## config.mk

```make
export PLATFORM = sky130hd
export DESIGN_NAME = fire_alarm_ctrl
export DESIGN_NICKNAME = d
export VERILOG_FILES = /design/src/rtl/fire_pkg.sv /design/src/rtl/sync_debounce.sv /design/src/rtl/fire_alarm_ctrl.sv
export SDC_FILE = /design/constraint.sdc
export NUM_CORES = 1
export LEC_CHECK = 0
export ABC_CLOCK_PERIOD_IN_PS = 2000
export CAP_MARGIN = 40
export CORE_MARGIN = 4
export CORE_UTILIZATION = 45
export DETAILED_ROUTE_END_ITERATION = 10
export PLACE_DENSITY_LB_ADDON = 0.12
export SLEW_MARGIN = 40
export SYNTH_ARGS = -nofsm -noshare
export SYNTH_HDL_FRONTEND = slang
export SYNTH_SLANG_ARGS = --single-unit
```

## constraint.sdc

```tcl
create_clock -name clk -period 2 [get_ports clk]
set_input_delay 0.4 -clock clk [delete_from_list [all_inputs] [get_ports clk]]
set_output_delay 0.4 -clock clk [all_outputs]
set_load 0.1 [all_outputs]
```

## src/rtl/fire_pkg.sv

```systemverilog
// Shared definitions for the fire-alarm path: state encoding, display message
// codes and the sizing helper for the controller's shared timer.
package fire_pkg;

  typedef enum logic [1:0] {
    ST_SAFE     = 2'b00,
    ST_SUSPECT  = 2'b01,
    ST_FIRE     = 2'b10,
    ST_CLEARING = 2'b11
  } state_t;

  // Codes the seven-segment driver turns into SAFE / CHEC / FIRE / CLr
  localparam logic [1:0] MSG_SAFE = 2'b00;
  localparam logic [1:0] MSG_CHEC = 2'b01;
  localparam logic [1:0] MSG_FIRE = 2'b10;
  localparam logic [1:0] MSG_CLR  = 2'b11;

  // Timer is sized for the longest interval among the block's parameters
  function automatic int timer_w(input int a, input int b, input int c, input int d);
    int m;
    m = a;
    if (b > m) m = b;
    if (c > m) m = c;
    if (d > m) m = d;
    return (m > 1) ? $clog2(m) : 1;
  endfunction

  function automatic logic [1:0] msg_code(input state_t s);
    case (s)
      ST_SAFE:     return MSG_SAFE;
      ST_SUSPECT:  return MSG_CHEC;
      ST_FIRE:     return MSG_FIRE;
      ST_CLEARING: return MSG_CLR;
      default:     return MSG_SAFE;
    endcase
  endfunction

endpackage

```

## src/rtl/sync_debounce.sv

```systemverilog
// Two-flop synchroniser followed by a counter debouncer. The debounced value
// only follows the synchronised input after it has differed for DEBOUNCE_CYC
// consecutive cycles. Runs on the falling clock edge like the rest of the path.
module sync_debounce #(
  parameter int   DEBOUNCE_CYC = 1_000_000,
  parameter logic INIT         = 1'b0
) (
  input  logic clk,
  input  logic rst_0,
  input  logic din,
  output logic dout
);

  localparam int CW = (DEBOUNCE_CYC > 1) ? $clog2(DEBOUNCE_CYC) : 1;
  localparam logic [CW-1:0] LAST = CW'(DEBOUNCE_CYC - 1);

  logic          s1, s2;
  logic [CW-1:0] cnt;

  // Synchronise, then count cycles of disagreement before accepting the new level
  always_ff @(negedge clk or negedge rst_0) begin
    if (!rst_0) begin
      s1   <= INIT;
      s2   <= INIT;
      dout <= INIT;
      cnt  <= '0;
    end else begin
      s1 <= din;
      s2 <= s1;
      if (s2 != dout) begin
        if (cnt == LAST) begin
          dout <= s2;
          cnt  <= '0;
        end else begin
          cnt <= cnt + 1'b1;
        end
      end else begin
        cnt <= '0;
      end
    end
  end

endmodule

```

## src/rtl/fire_alarm_ctrl.sv

```systemverilog
// Fire-alarm controller: conditions the flame sensor and acknowledge button,
// runs SAFE -> SUSPECT -> FIRE -> CLEARING and drives the display code, LED,
// buzzer and a saturating count of confirmed fire events.
module fire_alarm_ctrl
  import fire_pkg::*;
#(
  parameter int DEBOUNCE_CYC = 1_000_000,
  parameter int CONFIRM_CYC  = 50_000_000,
  parameter int BUZZ_HALF    = 25_000_000,
  parameter int CLEAR_CYC    = 200_000_000
) (
  input  logic       clk,
  input  logic       rst_0,
  input  logic       flame_n,
  input  logic       ack_btn,
  output logic [1:0] msg,
  output logic       alarm_led,
  output logic       buzzer,
  output logic [7:0] fire_count
);

  localparam int TW = timer_w(DEBOUNCE_CYC, CONFIRM_CYC, BUZZ_HALF, CLEAR_CYC);
  localparam logic [TW-1:0] CONF_LAST = TW'(CONFIRM_CYC - 1);
  localparam logic [TW-1:0] CLR_LAST  = TW'(CLEAR_CYC - 1);
  localparam logic [TW-1:0] BUZZ_LAST = TW'(BUZZ_HALF - 1);

  logic          flame_db, ack_db, ack_prev;
  logic          flame_det, ack_pulse, count_evt;
  state_t        state, nxt;
  logic [TW-1:0] timer, bcnt;

  sync_debounce #(.DEBOUNCE_CYC(DEBOUNCE_CYC), .INIT(1'b1)) u_flame (
    .clk(clk), .rst_0(rst_0), .din(flame_n), .dout(flame_db)
  );

  sync_debounce #(.DEBOUNCE_CYC(DEBOUNCE_CYC), .INIT(1'b0)) u_ack (
    .clk(clk), .rst_0(rst_0), .din(ack_btn), .dout(ack_db)
  );

  assign flame_det = ~flame_db;
  assign ack_pulse = ack_db & ~ack_prev;

  // Remember the debounced button so a press yields exactly one pulse
  always_ff @(negedge clk or negedge rst_0) begin
    if (!rst_0) ack_prev <= 1'b0;
    else        ack_prev <= ack_db;
  end

  // Next-state decision; an ack while flame is still present is ignored
  always_comb begin
    nxt       = state;
    count_evt = 1'b0;
    case (state)
      ST_SAFE:
        if (flame_det) nxt = ST_SUSPECT;
      ST_SUSPECT:
        if (!flame_det) nxt = ST_SAFE;
        else if (timer == CONF_LAST) begin
          nxt       = ST_FIRE;
          count_evt = 1'b1;
        end
      ST_FIRE:
        if (ack_pulse && !flame_det) nxt = ST_CLEARING;
      ST_CLEARING:
        if (flame_det) nxt = ST_FIRE;
        else if (timer == CLR_LAST) nxt = ST_SAFE;
      default:
        nxt = ST_SAFE;
    endcase
  end

  // State, timer and Moore outputs registered together from the next state
  always_ff @(negedge clk or negedge rst_0) begin
    if (!rst_0) begin
      state      <= ST_SAFE;
      timer      <= '0;
      bcnt       <= '0;
      msg        <= MSG_SAFE;
      alarm_led  <= 1'b0;
      buzzer     <= 1'b0;
      fire_count <= '0;
    end else begin
      state     <= nxt;
      msg       <= msg_code(nxt);
      alarm_led <= (nxt == ST_FIRE) || (nxt == ST_CLEARING);

      if (nxt != state)         timer <= '0;
      else if (state != ST_SAFE) timer <= timer + 1'b1;

      // Buzzer starts high on FIRE entry and flips every BUZZ_HALF cycles
      if (nxt == ST_FIRE) begin
        if (state != ST_FIRE) begin
          buzzer <= 1'b1;
          bcnt   <= '0;
        end else if (bcnt == BUZZ_LAST) begin
          buzzer <= ~buzzer;
          bcnt   <= '0;
        end else begin
          bcnt <= bcnt + 1'b1;
        end
      end else begin
        buzzer <= 1'b0;
        bcnt   <= '0;
      end

      if (count_evt && fire_count != 8'hFF) fire_count <= fire_count + 8'd1;
    end
  end

endmodule

```

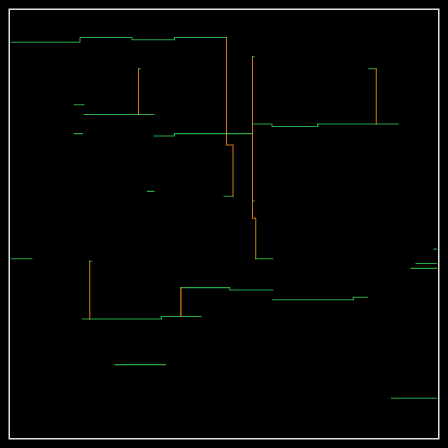
layers.png
Two of the layers only.
| colour | layer | wire length |
|---|---|---|
| green | M3 | 306 µm |
| orange | M4 | 158 µm |
routed via count: 4,260
GR Util All Layers: 0.173

==> flow_metrics.env <==
# implementation run metrics
export IMPL_status="finished, violations left"
export IMPL_failed_checks="setup timing"
export IMPL_wl_per_cell_um=13.5
export IMPL_pre_cts_slack_ns=-0.0795
export IMPL_fp_util=0.457
export IMPL_synth_cell_area_um2=5740
export IMPL_edf_count=0
export IMPL_warning_count=32
export IMPL_antenna_cells=0
export IMPL_cap_viol_max_count=0
export IMPL_yosys_stat_area_um2=5740
export IMPL_ir_drop_mv=0.522
export IMPL_ctsResizeCount=4
export IMPL_tightest_slew_ns=0.475
export IMPL_ys_warn_count=0
export IMPL_numCtsBuffers=17
export IMPL_seq_power_share=0.424
export IMPL_final_antenna_net_count=0
export IMPL_critPathKind="register to primary output"
export IMPL_pwr_share_comb=0.018
export IMPL_cp_depth=1
export IMPL_crit_arrival_ns=2.09
export IMPL_grt_pass1_wl_um=20200
export IMPL_relSlewSlack=0.680
export IMPL_die_y_um=121
export IMPL_rows=41
export IMPL_first_iter_violations=256
export IMPL_gp_congestion=0.769
export IMPL_dr_pass1_iters=5
export IMPL_yosys_cells=576
export IMPL_root_buffer="clkbuf_16"
export IMPL_worstPathMaxFanout=2
export IMPL_p_int_mw=4.47
export IMPL_drive_above_1_share=0.219
export IMPL_comb_area_um2=2820
export IMPL_synth_flops=115
export IMPL_r2r_end="fire_count[1]$_DFFE_NN0P_"
export IMPL_r2r_start="fire_count[4]$_DFFE_NN0P_"
export IMPL_tritoncts="built"
export IMPL_rsz0062_at_grt="true"
export IMPL_cts_post_setup_buffers_inserted=6
export IMPL_hp_start="u_ack.s1$_DFF_NN0_"
export IMPL_grt_max_degree=53
export IMPL_rrSetupSlack_ns=0.03
export IMPL_reg2regPathDepth=6
export IMPL_swShare=0.199
export IMPL_timing_final_ws_setup_ns=-0.488
export IMPL_holdPathStages=0
export IMPL_fp_dieW_um=121
export IMPL_critPathCaptureType="primary output"
export IMPL_fill_cells=1080
export IMPL_numPortBuffers=15
export IMPL_skew_ns=0.0440
export IMPL_cts_buffer_depth=2
export IMPL_p_leak_nw=3.19
export IMPL_place_detailed_hpwl_um=7920
export IMPL_clock_latency_late_pin_ns=0.43
export IMPL_vias_per_cell=5.02
export IMPL_syn_nets=585
export IMPL_critPathLaunchType="register"
export IMPL_startpoint="alarm_led$_DFF_NN0_"
export IMPL_min_path_type="register to register"
export IMPL_cp_slowest_cell="dfrtn_1"
export IMPL_synth_cells=576
export IMPL_power_switching_mw=1.11
export IMPL_cp_endpoint="alarm_led"
export IMPL_power_mw=5.59
export IMPL_drc=0
export IMPL_cp_num_buf_inv=1
export IMPL_ys_types=49
export IMPL_antenna_found_initial=0
export IMPL_ys_async_sr_fraction=1.00
export IMPL_grt_ovfl_total=0
export IMPL_cts_num_sinks=115
export IMPL_required_ns=1.60
export IMPL_ios=16
export IMPL_regArea_um2=2880
export IMPL_routed_wl_um=11500
export IMPL_syn2layout_area_growth_pct=29.8
export IMPL_path_cells="buf_12"
export IMPL_holdBufCountCts=0
export IMPL_p_per_area_nw_per_um2=749
export IMPL_ff_type="dfrtn_1"
export IMPL_drv_slew=0
export IMPL_final_hold_viol_count=0
export IMPL_clkTransAtPathRegs_ns=0.04
export IMPL_synth_avg_cell_area_um2=9.97
export IMPL_core_area_um2=12600
export IMPL_cts_htree_levels=4
export IMPL_fin_nets=672
export IMPL_clockPowerShare=0.557
export IMPL_setup_viol=12
export IMPL_grt_pass1_vias=4393
export IMPL_crit_family="flip-flops"
export IMPL_chipArea_um2=14600
export IMPL_postSynthSeqShare=0.502
export IMPL_slowest_delay_ns=0.49
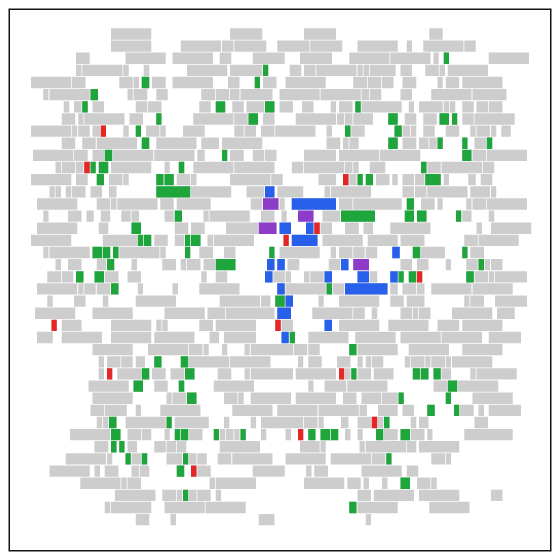
gates.png
| colour | family | cells |
|---|---|---|
| purple | non-inverting ao/oa cells | 4 |
| red | inv cells | 13 |
| blue | aoi and oai cells | 19 |
| green | nand cells | 106 |
Comb/total area: 0.378
most instantiated logic cell after routing: nor2_1
post-route insts no fill: 848

-- layer usage --
metal,track usage,part of all wire,vias to the layer above
li1,-,-,2137
met1,0.221,0.47,2077
met2,0.279,0.49,31
met3,0.0480,0.027,15
met4,0.0652,0.014,0
met5,0,0,-
-- sequential cells by signal (all words and copies together), names as in the netlist, 2 cells and up --
name	cells
u_flame.cnt	20
state	2
bcnt	28
u_ack.cnt	20
timer	28
fire_count	8
-- cells in the final DEF (no fill, tap or decap), types with 3 or more instances in the layout --
cell,instances
bufinv_16,3
nor4_4,4
dfstp_2,3
a21oi_1,5
nand4_1,22
clkbuf_16,17
buf_4,58
nor3b_1,4
dfrtn_1,112
nor3_1,18
nand3_1,33
clkinv_2,4
and4_1,8
nor2_1,116
nor4_1,11
nand2_1,45
o21ai_0,6
inv_1,16
buf_6,4
xor2_1,38
clkbuf_8,4
nor4_2,4
and3_1,10
buf_12,17
xnor2_1,60
-- worst min-delay path by stage --
stage / to / slack [ns]
after floorplan: u_ack.s2$_DFF_NN0_ / 0.29
after global placement: u_ack.s2$_DFF_NN0_ / 0.30
after detailed placement: u_ack.s2$_DFF_NN0_ / 0.30
after CTS: u_ack.s2$_DFF_NN0_ / 0.30
after global routing: u_ack.s2$_DFF_NN0_ / 0.32
final: u_ack.s2$_DFF_NN0_ / 0.30
-- power groups by stage --
stage | Sequential [mW] | Combinational [mW] | Clock, mW
after floorplan | 2.41 | 0.0316 | 0.0125
after global placement | 2.41 | 0.104 | 0.0125
after detailed placement | 2.41 | 0.105 | 0.0125
after CTS | 2.37 | 0.106 | 3.18
after global routing | 2.37 | 0.119 | 3.30
final | 2.37 | 0.101 | 3.11
-- cell usage after synthesis, types with 7 or more instances --
library cell | count | area [µm²]
buf_4 | 7 | 52.6
xor2_1 | 38 | 333
xnor2_1 | 60 | 526
inv_1 | 14 | 52.6
and4_1 | 8 | 70.1
dfrtn_1 | 112 | 2800
nand3_1 | 34 | 170
o21ai_0 | 7 | 35.0
nand4_1 | 22 | 138
nor2_1 | 116 | 435
nand2_1 | 45 | 169
nor3_1 | 18 | 90.1
nor4_1 | 14 | 87.6
and3_1 | 12 | 75.1
-- cell families (layout without fill, tap and decap cells) --
group,Yosys count,count (layout),synth area share
adder cells (fa/ha/maj),5,5,0.0109
XOR/XNOR,98,98,0.149
AND/OR/NAND/NOR,301,301,0.273
flip-flops,115,115,0.502
AND-OR/OR-AND,23,23,0.0283
multiplexers,2,2,0.00392
buffers and inverters,32,132,0.0325
-- final cells by class --
cell class,count,area share
Tap cell,172,0.0289
Clock inverter,13,0.0188
Sequential cell,115,0.386
Inverter,13,0.00654
Timing Repair Buffer,84,0.116
Clock buffer,22,0.0649
Multi-Input combinational cell,429,0.378
-- stage by stage --
step / instances / utilization / area, µm² / setup TNS [ns] / hold WS, ns
floorplan: 576 / - / 5780 / -6.87 / 0.292
global placement: 802 / 0.523 / 6580 / -0.546 / 0.303
detailed placement: 802 / 0.523 / 6580 / -1.51 / 0.298
CTS: 840 / 0.578 / 7260 / -5.54 / 0.298
global route: 848 / 0.593 / 7460 / -5.87 / 0.315
finish: 848 / 0.593 / 7460 / -5.36 / 0.299
Power figures rest on the tool's default switching activity, not on a simulated workload.
